===== config.mk =====
export PLATFORM = sky130hd
export DESIGN_NAME = hsync_line_decoder
export DESIGN_NICKNAME = d
export VERILOG_FILES = /design/src/rtl/hsync_line_decoder.sv
export SDC_FILE = /design/constraint.sdc
export NUM_CORES = 1
export LEC_CHECK = 0
export ABC_CLOCK_PERIOD_IN_PS = 6900
export CORE_ASPECT_RATIO = 0.9
export CORE_MARGIN = 3
export CORE_UTILIZATION = 56
export CTS_CLUSTER_DIAMETER = 120
export DETAILED_ROUTE_END_ITERATION = 12
export GPL_TIMING_DRIVEN = 0
export PLACE_DENSITY = 0.9
export SETUP_SLACK_MARGIN = 0.05
export SLEW_MARGIN = 20
export SYNTH_ARGS = -nofsm -noshare
export SYNTH_HDL_FRONTEND = slang
export SYNTH_SLANG_ARGS = --single-unit

===== constraint.sdc =====
create_clock -name clock -period 6.9 [get_ports clock]
set_clock_uncertainty 0.1 [all_clocks]
set_input_delay 2.07 -clock clock [delete_from_list [all_inputs] [get_ports clock]]
set_output_delay 2.07 -clock clock [all_outputs]
set_load 0.02 [all_outputs]

===== src/rtl/hsync_line_decoder.sv =====
// hsync_line_decoder: recovers line timing (sync width, period, active window) from a low-going hsync sampled on pixel ticks.
// Define HSYNC_DECODER_ERRCNT_EN to implement the saturating lock-loss ErrorCount; otherwise ErrorCount reads 0.
module hsync_line_decoder (
  input  logic       clock,
  input  logic       reset,
  input  logic       PixelClock,
  input  logic       hsync,
  input  logic [9:0] BackPorch,
  input  logic [9:0] ActiveVideo,
  output logic       Locked,
  output logic [9:0] SynchWidth,
  output logic [9:0] LinePeriod,
  output logic       LineStart,
  output logic       ActiveFlag,
  output logic [9:0] xposition,
  output logic [7:0] ErrorCount
);
  typedef enum logic [1:0] {SEARCH, TRAIN, LOCKED} state_t;
  state_t r_state, w_state_nxt;
  logic r_pix_prev, r_hs_prev;
  logic [9:0] r_cnt, r_cand_w;
  logic w_tick, w_start, w_end, w_timeout, w_store, w_match, w_act_nxt;
  logic [9:0] w_cnt_inc, w_cnt_nxt, w_sw_nxt, w_lp_nxt, w_x_nxt;
  logic [10:0] w_lo;
  logic [11:0] w_hi;

  assign w_tick    = PixelClock & ~r_pix_prev;
  assign w_start   = w_tick & r_hs_prev & ~hsync;
  assign w_end     = w_tick & ~r_hs_prev & hsync;
  assign w_cnt_inc = (r_cnt == 10'h3ff) ? r_cnt : r_cnt + 10'd1;
  assign w_cnt_nxt = w_start ? 10'd0 : (w_tick ? w_cnt_inc : r_cnt);
  assign w_timeout = w_tick & ~w_start & (w_cnt_inc == 10'h3ff);
  assign w_store   = w_start & (r_state != SEARCH);
  // Both candidates are the post-increment count: pixels low, and pixels since the previous start.
  assign w_match   = (r_cand_w == SynchWidth) & (w_cnt_inc == LinePeriod);

  always_ff @(posedge clock or negedge reset)
    if (!reset) r_state <= SEARCH;
    else        r_state <= w_state_nxt;

  always_comb
    w_state_nxt = w_timeout ? SEARCH :
                  !w_start ? r_state :
                  (r_state == SEARCH || !w_match) ? TRAIN : LOCKED;

  always_comb begin
    w_sw_nxt  = w_store ? r_cand_w : SynchWidth;
    w_lp_nxt  = w_store ? w_cnt_inc : LinePeriod;
    w_lo      = {1'b0, w_sw_nxt} + {1'b0, BackPorch};
    w_hi      = {1'b0, w_lo} + {2'b0, ActiveVideo};
    w_act_nxt = (w_state_nxt == LOCKED) && ({1'b0, w_cnt_nxt} >= w_lo) && ({2'b0, w_cnt_nxt} < w_hi);
    w_x_nxt   = w_act_nxt ? w_cnt_nxt - w_lo[9:0] : 10'd0;
  end

  always_ff @(posedge clock or negedge reset)
    if (!reset) begin
      r_pix_prev <= 1'b0;
      r_hs_prev  <= 1'b0;
      r_cnt      <= 10'd0;
      r_cand_w   <= 10'd0;
      SynchWidth <= 10'd0;
      LinePeriod <= 10'd0;
      Locked     <= 1'b0;
      LineStart  <= 1'b0;
      ActiveFlag <= 1'b0;
      xposition  <= 10'd0;
    end else begin
      r_pix_prev <= PixelClock;
      r_hs_prev  <= w_tick ? hsync : r_hs_prev;
      r_cnt      <= w_cnt_nxt;
      r_cand_w   <= w_end ? w_cnt_inc : r_cand_w;
      SynchWidth <= w_sw_nxt;
      LinePeriod <= w_lp_nxt;
      Locked     <= (w_state_nxt == LOCKED);
      LineStart  <= w_store;
      ActiveFlag <= w_act_nxt;
      xposition  <= w_x_nxt;
    end

`ifdef HSYNC_DECODER_ERRCNT_EN
  logic [7:0] r_err;
  logic w_lock_err;
  assign w_lock_err = (r_state == LOCKED) & (w_timeout | (w_start & ~w_match));
  always_ff @(posedge clock or negedge reset)
    if (!reset) r_err <= 8'd0;
    else if (w_lock_err && r_err != 8'hff) r_err <= r_err + 8'd1;
  assign ErrorCount = r_err;
`else
  assign ErrorCount = 8'd0;
`endif
endmodule


### Clock wiring as the flow saved it

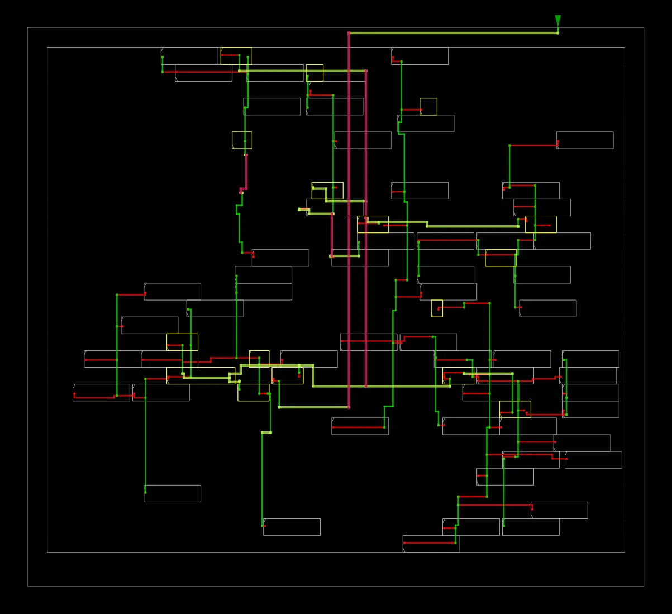
clock latency on the worst-skew pair: 360 ps
# clk buffers: 10
TritonCTS Sinks: 57
layout sequential cell count: 57
clock-net power: 334 µW

### Clock network drawn from the DEF

Scale bar: 20 µm.
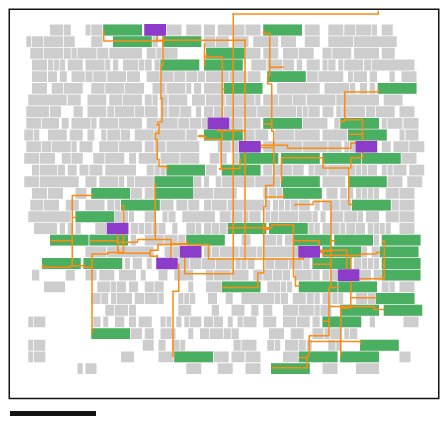
[orange] clock wires | length: 941 µm
[green] flip-flops | count: 57
[purple] clock-net drivers | count: 9
routed clock nets: 10
flops lie: all over the die

==> run summary <==
maximum vdd ir drop: 0.323 mV
portion of the post-synthesis area used by sequential elements: 0.322
main logic family after synthesis: simple AND/OR/NAND/NOR gates
worst r2r dst: xposition[8]$_DFF_PN0_
largest cells by area after synthesis: sky130_fd_sc_hd__dfrtp_1 32%, sky130_fd_sc_hd__ha_1 12%, sky130_fd_sc_hd__nand2_1 6.4%
static leakage: 0.00274 µW
hold violation total from the final report: 0
Finished Layout Cells: 702
result of the run: finished with violations
xor/xnor cell area share of the yosys netlist: 0.0871
count of nets left with antenna violations after detail routing: 0
drt first-iter violations: 679
P_seq: 497 µW
Synthesis Warnings: 0
failing checks: negative setup slack
arrival time of data at the critical path endpoint: 7210 ps
first-pass GRT wire length: 22.9 mm
number of synthesized register bits: 57
total track usage: 0.326
Finish-stage setup viols: 11
# placed instances: 660
flip-flop and latch share of the layout cell area: 0.239
part of the total power dissipated in sequential elements: 0.186
combined area of all synthesized cells: 4420 µm²
worst-path cell with the longest stage delay: sky130_fd_sc_hd__a221o_1
final std cell area, no fill: 5970 µm²
Final nets: 670
top cell family by delay on the critical path: AND-OR/OR-AND gates
synthesized chip area reported by yosys: 4420 µm²
# hold bufs at CTS: 0
area added between synthesis and finish: 35.0%
global route overflow: 0
tally of OpenROAD warnings: 31
TritonCTS clock tree: done
Setup WS pre-CTS: -1290 ps
headroom to the max-slew limit: 0.523
measured slew at the worst slew-check pin: 696 ps
met2 routed WL: 7.25 mm
number of search-and-repair iterations in the first detailed-routing pass: 6
vias in the first global route: 4391
Synth mux share: 0.00905
yosys adder share: 0.132
# Cells Yosys: 501
FP Rows: 30
top cell type's share of synthesized area: 0.322
number of logic gates: 398
post-cts resize count: 37
data required time at the worst endpoint: 7040 ps
antenna diode count: 0
Final Wtd Congestion: 0.952
Worst Hold Launch: LinePeriod[4]$_DFFE_PN0N_
Biggest consumer: combinational cells
top sig layer: met4
reported max-cap violation count: 0
CP endpoint: xposition[8]$_DFF_PN0_
Commonest flop: sky130_fd_sc_hd__dfrtp_1
internal power component: 1370 µW
post-layout period usage: 1.02
buffer cell driving the clock tree root: sky130_fd_sc_hd__clkbuf_8
number of stages on the worst setup path: 29
setup slack of the worst register-to-register path: 1260 ps
DR DRC count: 0
CP endpoint kind: flop
dominant class by area: logic gates
detailed-route wire length on metal 1: 5.88 mm
Final Worst Setup Slack: -169 ps
total net switching power: 1300 µW
CTS buffer count: 9
count of port buffers added during placement: 56
proportion of final cell area spent on non-clock buffers: 0.163
maximum fanout count along the critical path: 6
cell taking the most area after synthesis: sky130_fd_sc_hd__dfrtp_1
area fraction in and, or, nand and nor cells after synthesis: 0.210
Post-CTS Repair Setup Buffers: 18
category of the most critical setup path: in -> reg
boundary pin count: 65
Post-Route Setup TNS: -1430 ps
post-layout utilization of the core: 0.784
startpoint type of the worst setup path: input pin
Compound Share, Synth: 0.179
final WL: 15.7 mm
via count: 4616
combinational cell power: 1840 µW
mean cell area of the mapped netlist: 8.83 µm²
count of flip-flops with a built-in enable after synthesis: 0
FF+latch area: 1430 µm²
htree depth: 3
count of buffering cells on the critical path with inverters included: 4
power density of the placed cells: 447 nW/µm²
post-place instance area: 5230 µm²
### Cell classes on the final placement

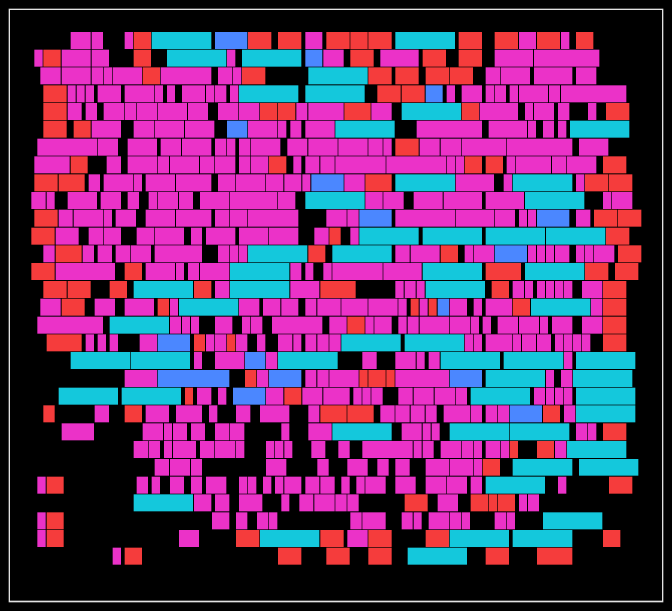
| colour | class | cells | share of their area |
|---|---|---|---|
| magenta | remaining logic cells | 422 | 55% |
| cyan | registers | 57 | 24% |
| red | remaining buffers and delay cells | 111 | 17% |
| blue | clock drivers and dummy loads | 16 | 3.5% |

No activity file was given, so power comes from the tool's default toggle rates.
